==> images/clock_map.png <==
Scale bar: 100 µm.
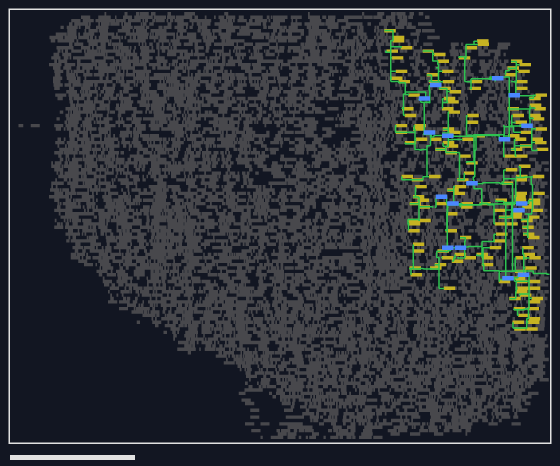
==> images/port_nets.png <==
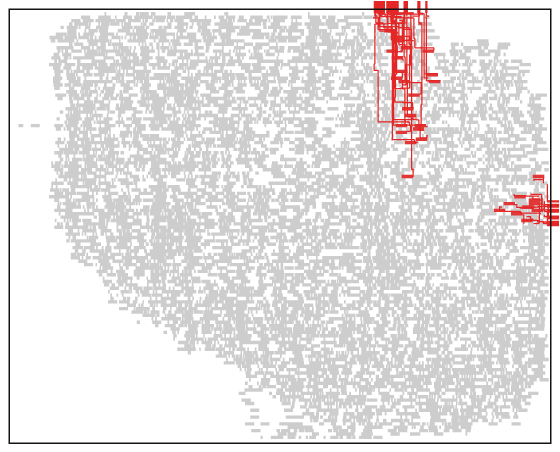
==> config.mk <==
export PLATFORM = sky130hd
export DESIGN_NAME = mdu_hilo
export DESIGN_NICKNAME = d
export VERILOG_FILES = /design/src/rtl/mdu_pkg.sv /design/src/rtl/mdu_hilo_div_core.sv /design/src/rtl/mdu_hilo.sv
export SDC_FILE = /design/constraint.sdc
export NUM_CORES = 2
export LEC_CHECK = 0
export ABC_CLOCK_PERIOD_IN_PS = 4400
export CORE_ASPECT_RATIO = 0.8
export CORE_MARGIN = 1
export CORE_UTILIZATION = 40
export CTS_CLUSTER_DIAMETER = 50
export DETAILED_ROUTE_END_ITERATION = 12
export SYNTH_ARGS = -nofsm -noshare
export SYNTH_HDL_FRONTEND = slang
export SYNTH_SLANG_ARGS = --single-unit
==> constraint.sdc <==
create_clock -name clk -period 4.4 [get_ports clk]
set_clock_uncertainty 0.05 [all_clocks]
set_input_delay 1.1 -clock clk [delete_from_list [all_inputs] [get_ports clk]]
set_output_delay 1.1 -clock clk [all_outputs]
set_load 0.02 [all_outputs]
==> src/rtl/mdu_pkg.sv <==
// mdu_pkg: shared encodings for the multiply/divide unit.
//   - MDU_* : operation codes carried on the op port of mdu_hilo.
//   - S_*   : divide FSM state encodings.
//   - mdu_cnt_width(): width of the divide iteration counter for a given WIDTH.
package mdu_pkg;

    localparam logic [2:0] MDU_MULT  = 3'd0;
    localparam logic [2:0] MDU_MULTU = 3'd1;
    localparam logic [2:0] MDU_DIV   = 3'd2;
    localparam logic [2:0] MDU_DIVU  = 3'd3;
    localparam logic [2:0] MDU_MTHI  = 3'd4;
    localparam logic [2:0] MDU_MTLO  = 3'd5;

    localparam logic [1:0] S_IDLE = 2'd0;
    localparam logic [1:0] S_DIV  = 2'd1;
    localparam logic [1:0] S_FIX  = 2'd2;

    // One extra bit so the counter can represent WIDTH itself.
    function automatic int mdu_cnt_width(input int width);
        return $clog2(width) + 1;
    endfunction

endpackage

==> src/rtl/mdu_hilo_div_core.sv <==
// div_core: iterative restoring divider datapath for mdu_hilo.
// Operates on magnitudes only; sign handling lives in the parent.
// Ports:
//   clk, resetn         clock, asynchronous active-low reset
//   start_i             load dividend/divisor, clear remainder and counter
//   step_i              perform one restoring step this cycle
//   dividend_i          unsigned dividend
//   divisor_i           unsigned divisor
//   quo_o, rem_o        current quotient / partial remainder
//   last_o              the step taken this cycle is the final one
module div_core
    import mdu_pkg::*;
#(
    parameter int WIDTH = 32
) (
    input  logic             clk,
    input  logic             resetn,
    input  logic             start_i,
    input  logic             step_i,
    input  logic [WIDTH-1:0] dividend_i,
    input  logic [WIDTH-1:0] divisor_i,
    output logic [WIDTH-1:0] quo_o,
    output logic [WIDTH-1:0] rem_o,
    output logic             last_o
);

    localparam int CW = mdu_cnt_width(WIDTH);

    logic [WIDTH-1:0] rem_q, rem_d;
    logic [WIDTH-1:0] quo_q, quo_d;
    logic [WIDTH-1:0] dvs_q, dvs_d;
    logic [CW-1:0]    cnt_q, cnt_d;

    logic [WIDTH:0]   rem_sh;
    logic [WIDTH+1:0] trial;
    logic             trial_unused;

    // Shifted partial remainder is always below 2*divisor, so a non-negative
    // trial difference fits in WIDTH bits; bit WIDTH of trial is never needed.
    assign rem_sh       = {rem_q, quo_q[WIDTH-1]};
    assign trial        = {1'b0, rem_sh} - {2'b00, dvs_q};
    assign trial_unused = trial[WIDTH];

    always_comb begin
        rem_d = rem_q;
        quo_d = quo_q;
        dvs_d = dvs_q;
        cnt_d = cnt_q;
        if (start_i) begin
            rem_d = '0;
            quo_d = dividend_i;
            dvs_d = divisor_i;
            cnt_d = '0;
        end else if (step_i) begin
            if (!trial[WIDTH+1]) begin
                rem_d = trial[WIDTH-1:0];
                quo_d = {quo_q[WIDTH-2:0], 1'b1};
            end else begin
                rem_d = rem_sh[WIDTH-1:0];
                quo_d = {quo_q[WIDTH-2:0], 1'b0};
            end
            cnt_d = cnt_q + 1'b1;
        end
    end

    always_ff @(posedge clk or negedge resetn) begin
        if (!resetn) begin
            rem_q <= '0;
            quo_q <= '0;
            dvs_q <= '0;
            cnt_q <= '0;
        end else begin
            rem_q <= rem_d;
            quo_q <= quo_d;
            dvs_q <= dvs_d;
            cnt_q <= cnt_d;
        end
    end

    assign last_o = step_i && (cnt_q == CW'(WIDTH - 1));
    assign quo_o  = quo_q;
    assign rem_o  = rem_q;

endmodule

==> src/rtl/mdu_hilo.sv <==
// mdu_hilo: multiply/divide unit with architectural HI/LO registers (EX stage).
// Multiplies finish in one cycle; divides run WIDTH restoring steps plus a
// sign-fix cycle while holding busy so the pipeline stalls.
// Optional feature macro: MDU_DIVZERO_EN (divide by zero short-circuits and
// pulses div_zero; otherwise div_zero is tied low).
// Ports:
//   clk, resetn     clock, asynchronous active-low reset
//   op_valid, op    MDU instruction present in EX and its operation code
//   src_a, src_b    rs / rt operand values
//   cancel          flush from MEM/WB; aborts a divide, blocks accept
//   busy            divide in progress (stall request)
//   done            one-cycle pulse when a MULT/DIV result lands in HI/LO
//   div_zero        divide-by-zero pulse (MDU_DIVZERO_EN only)
//   hi, lo          HI/LO registers
//
// state  | meaning
// S_IDLE | ready to accept an operation
// S_DIV  | one restoring divide step per cycle
// S_FIX  | apply result signs and write HI/LO
module mdu_hilo
    import mdu_pkg::*;
#(
    parameter int WIDTH = 32
) (
    input  logic             clk,
    input  logic             resetn,
    input  logic             op_valid,
    input  logic [2:0]       op,
    input  logic [WIDTH-1:0] src_a,
    input  logic [WIDTH-1:0] src_b,
    input  logic             cancel,
    output logic             busy,
    output logic             done,
    output logic             div_zero,
    output logic [WIDTH-1:0] hi,
    output logic [WIDTH-1:0] lo
);

    logic [1:0]       state_q, state_d;
    logic [WIDTH-1:0] hi_q, hi_d;
    logic [WIDTH-1:0] lo_q, lo_d;
    logic             done_q, done_d;
    logic             qneg_q, qneg_d;
    logic             rneg_q, rneg_d;

    logic             accept;
    logic             is_signed;
    logic             dz_hit;
    logic [2*WIDTH-1:0] ext_a, ext_b, prod;
    logic [WIDTH-1:0] mag_a, mag_b;
    logic             div_start, div_step, div_last;
    logic [WIDTH-1:0] div_quo, div_rem;

    assign busy   = (state_q != S_IDLE);
    assign accept = op_valid && !busy && !cancel;

    assign is_signed = (op == MDU_MULT) || (op == MDU_DIV);

    // Sign- or zero-extend to full product width so one multiplier serves both.
    assign ext_a = is_signed ? {{WIDTH{src_a[WIDTH-1]}}, src_a} : {{WIDTH{1'b0}}, src_a};
    assign ext_b = is_signed ? {{WIDTH{src_b[WIDTH-1]}}, src_b} : {{WIDTH{1'b0}}, src_b};
    assign prod  = ext_a * ext_b;

    // -2^(W-1) maps to itself, which is the correct unsigned magnitude.
    assign mag_a = (is_signed && src_a[WIDTH-1]) ? -src_a : src_a;
    assign mag_b = (is_signed && src_b[WIDTH-1]) ? -src_b : src_b;

`ifdef MDU_DIVZERO_EN
    assign dz_hit = (src_b == '0);
`else
    assign dz_hit = 1'b0;
`endif

    always_comb begin
        state_d   = state_q;
        hi_d      = hi_q;
        lo_d      = lo_q;
        qneg_d    = qneg_q;
        rneg_d    = rneg_q;
        done_d    = 1'b0;
        div_start = 1'b0;
        div_step  = 1'b0;
        case (state_q)
            S_IDLE: begin
                if (accept) begin
                    case (op)
                        MDU_MULT, MDU_MULTU: begin
                            {hi_d, lo_d} = prod;
                            done_d       = 1'b1;
                        end
                        MDU_MTHI: hi_d = src_a;
                        MDU_MTLO: lo_d = src_a;
                        MDU_DIV, MDU_DIVU: begin
                            if (dz_hit) begin
                                done_d = 1'b1;
                            end else begin
                                div_start = 1'b1;
                                qneg_d    = is_signed && (src_a[WIDTH-1] ^ src_b[WIDTH-1]);
                                rneg_d    = is_signed && src_a[WIDTH-1];
                                state_d   = S_DIV;
                            end
                        end
                        default: ;
                    endcase
                end
            end
            S_DIV: begin
                div_step = !cancel;
                if (cancel) begin
                    state_d = S_IDLE;
                end else if (div_last) begin
                    state_d = S_FIX;
                end
            end
            S_FIX: begin
                state_d = S_IDLE;
                if (!cancel) begin
                    lo_d   = qneg_q ? -div_quo : div_quo;
                    hi_d   = rneg_q ? -div_rem : div_rem;
                    done_d = 1'b1;
                end
            end
            default: state_d = S_IDLE;
        endcase
    end

    always_ff @(posedge clk or negedge resetn) begin
        if (!resetn) begin
            state_q <= S_IDLE;
            hi_q    <= '0;
            lo_q    <= '0;
            done_q  <= 1'b0;
            qneg_q  <= 1'b0;
            rneg_q  <= 1'b0;
        end else begin
            state_q <= state_d;
            hi_q    <= hi_d;
            lo_q    <= lo_d;
            done_q  <= done_d;
            qneg_q  <= qneg_d;
            rneg_q  <= rneg_d;
        end
    end

`ifdef MDU_DIVZERO_EN
    logic dz_q;

    always_ff @(posedge clk or negedge resetn) begin
        if (!resetn) begin
            dz_q <= 1'b0;
        end else begin
            dz_q <= accept && (op == MDU_DIV || op == MDU_DIVU) && dz_hit;
        end
    end

    assign div_zero = dz_q;
`else
    assign div_zero = 1'b0;
`endif

    div_core #(
        .WIDTH (WIDTH)
    ) u_div_core (
        .clk        (clk),
        .resetn     (resetn),
        .start_i    (div_start),
        .step_i     (div_step),
        .dividend_i (mag_a),
        .divisor_i  (mag_b),
        .quo_o      (div_quo),
        .rem_o      (div_rem),
        .last_o     (div_last)
    );

    assign done = done_q;
    assign hi   = hi_q;
    assign lo   = lo_q;

endmodule

==> flow_metrics.py <==
# Synthesis and PnR figures
metrics = {
    "cells_and_area": {
        "fillers": 13389,
        "finalNetCount": 9294,
        "fin_cells": 9459,
        "flop_area_um2": 4279,
        "fin_area_um2": 76370,
        "combGateArea_um2": 51090,
        "most-common-layout-cells": "inv_1, fa_1, nand2_1",
        "syn2layout_area_growth_pct": 28.21,
        "lay_top_count": "inv_1",
        "drive_gt1_share_pct": 23.59,
    },
    "floorplanning": {
        "die_width_um": 433.4,
        "placementRows": 126,
        "fp_util_pct": 40.32,
        "chipArea_um2": 150500,
        "die_y_um": 347.1,
        "coreArea_um2": 147700,
    },
    "critical_path": {
        "regToRegSetupSlack_ps": 500,
        "cp-start-kind": "input port",
        "endpoint_kind": "register",
        "critPathArrivalTime_ps": 9470,
        "crit_buf_inv": 11,
        "worstPathRequired_ps": 4680,
        "critical-path-top-delay-family": "adder cells",
        "worstPathMaxFanout": 6,
        "cp_common_cell": "fa_1",
        "path_class": "input port to register",
        "slowest_stage": "fa_1",
        "cp_slowest_stage_delay_ps": 600,
    },
    "synth": {
        "synth_cell_types": 79,
        "synthCells": 6670,
        "avgSynthCellArea_um2": 8.930,
        "flop_cell": "dfrtp_1",
        "edf_count": 0,
        "ys_seq_share_pct": 7.184,
        "syn-num-nets": 8507,
        "synth_area_um2": 59560,
        "yosys_area_um2": 59560,
        "yosys_register_bits": 171,
        "synth_stat.cells": 6670,
        "async_flop_share_pct": 100.0,
        "synth-warning-count": 0,
    },
    "timing": {
        "fmax_mhz": 108.8,
        "max_slew_margin_pct": 12.57,
        "layout_setup_ws_ps": -4788,
        "final_hold_viol_count": 0,
        "slew_viol_final": 0,
        "final.setup.tns_ps": -229210,
        "setup_viol": 59,
        "tightest_slew_ps": 1307,
        "fin_hold_ws_ps": 432.4,
        "period_used_pct": 208.8,
        "fin_crit_ps": 9188,
        "rsz0062_at_grt": "true",
    },
    "clocking": {
        "clk_pin_slew_worst_paths_ps": 70,
        "worstSkewPairLatency_ps": 460,
        "clk_root_buffer_cell": "clkbuf_16",
        "h-tree-depth": 4,
        "clockBufferDepth": 2,
        "cts_tree": "done",
        "cts_sinks": 171,
        "cts_made_buffers": 17,
    },
    "global_routing": {
        "grt_pass1_wl_mm": 329.8,
        "grt_max_degree": 71,
        "gr-usage-met1_pct": 42.26,
        "grt.busiest_layer": "met2",
        "gr-usage-met3_pct": 7.119,
        "grt-ovfl-total": 0,
        "use_met2_pct": 44.54,
        "first_global_vias": 51818,
        "antenna_found_initial": 11,
        "grt.total_usage_pct": 29.60,
    },
    "flow_run": {
        "warning_count": 31,
        "maxCapViolCount": 0,
    },
    "routing": {
        "routedWlPerCell_um": 23.33,
        "first_pass_iters": 8,
        "drtIter0Drc": 4640,
        "vias_per_cell": 5.181,
        "drc": 0,
        "num_vias": 49007,
        "routed_wl_mm": 220.7,
        "postRouteAntennaNets": 0,
    },
    "place": {
        "placed_cells": 9223,
        "dp_hpwl_mm": 178.5,
        "gp_congestion": 0.9955,
        "post_dp_cell_area_um2": 70190,
    },
    "outcome": {
        "status": "finished with violations",
        "violations": "setup timing",
    },
    "min_path": {
        "hold_class": "register to register",
    },
}
About clock_map.png:
blue -> cells driving clock nets  # count 17
yellow -> flip-flops  # count 171
green -> clock wires  # length 2350 µm
routed clock nets = 18

About port_nets.png:
red -> `hi`  # bits 32, direction output, edge 22 north, 10 east, end cells 32, buffers 32, wire 2280 µm
# IOs: 138
# port buffers: 136

worst paths after layout:
kind / to / cells past startpoint / startpoint
max: hi[24] / 32 / op[0]
min: u_div_core.dvs_q[30] / 2 / u_div_core.dvs_q[30]
max reg2reg: u_div_core.rem_o[25] / 11 / u_div_core.rem_o[5]
min reg2reg: u_div_core.dvs_q[30] / 2 / u_div_core.dvs_q[30]
max in group asynchronous: u_div_core.rem_o[31] / 2 / resetn
min in group asynchronous: lo[5] / 1 / resetn
logic make-up after synthesis:
group / count (synthesis) / share of synthesized area, %
mux: 15 / 0.2521
buf+inv: 1972 / 12.46
flops: 171 / 7.184
other cells: 1 / 0.006296
simple gates: 1737 / 13.45
fa+ha+maj: 1770 / 55.06
xor+xnor: 253 / 3.720
compound gates: 751 / 7.867
metrics by stage:
step / util (%) / setup WS (ps)
after floorplan: - / -4984
after detailed placement: 47.52 / -5788
after global placement: 47.52 / -5709
after CTS: 50.72 / -4738
final: 51.70 / -4788
after global routing: 51.69 / -4997
worst register-to-register path: stages (launching register included):
cell,delay [ps]
dfrtp_1,480
ha_1,250
or3_1,430
or2_0,240
o221ai_2,260
o21ai_1,250
a21oi_1,310
o211ai_1,310
a2111oi_4,420
buf_12,280
nand2b_1,340
o211ai_1,150
metal layers:
metal / part of all wire (%) / routed length [µm] / up-vias
met5: 0.015 / 34 / -
met4: 3.4 / 7482 / 6
met3: 10 / 22900 / 314
met2: 43 / 94290 / 2054
met1: 43 / 95980 / 25172
li1: - / - / 21461
Yosys cell counts, types with 7 or more instances:
cell	number	area share, %
a211oi_1	20	0.25
a21o_1	52	0.66
a21oi_1	172	1.4
a221oi_1	9	0.13
a22oi_1	35	0.44
a31o_2	7	0.10
a31oi_1	20	0.21
and2_1	339	3.6
and3_1	39	0.41
buf_1	66	0.42
clkbuf_1	314	2.0
dfrtp_1	171	7.2
fa_1	1420	48
ha_1	346	7.3
inv_1	1583	10
mux2i_1	15	0.25
nand2_1	972	6.1
nand2b_1	21	0.22
nand3_1	56	0.47
nand4_1	21	0.22
nor2_1	153	0.96
nor2b_1	14	0.15
nor3_1	39	0.33
nor4_1	16	0.17
o211ai_1	32	0.40
o21a_1	17	0.21
o21ai_0	238	2.0
o21ai_1	21	0.18
o21bai_1	16	0.20
o22ai_1	12	0.13
o31ai_1	34	0.43
o41ai_1	15	0.22
or2_2	8	0.084
or3_1	15	0.16
or4_1	20	0.25
xnor2_1	159	2.3
xor2_1	94	1.4
registers in the layout (all words and copies together), names as in the netlist:
signal	flops
qneg_q	1
u_div_core.quo_o	32
done	1
u_div_core.rem_o	32
lo	32
state_q	2
rneg_q	1
u_div_core.cnt_q	6
hi	32
u_div_core.dvs_q	32
area by class of cell:
cell class,count,share of cell area [%]
clock buffer,17,0.5571
sequential,171,5.603
tap,1984,3.251
multi-input combinational,4528,66.90
clock inverter,15,0.2785
inverter,1584,7.792
antenna,5,0.01638
timing repair buffer,1155,15.60
what timing repair did:
action                     in CTS  in global routing
setup buffers                 128                 67
gates resized                 697                239
gates cloned                   23                  3
hold buffers                    0                  0
pin swaps                     342                263
setup endpoints to repair      60                 63
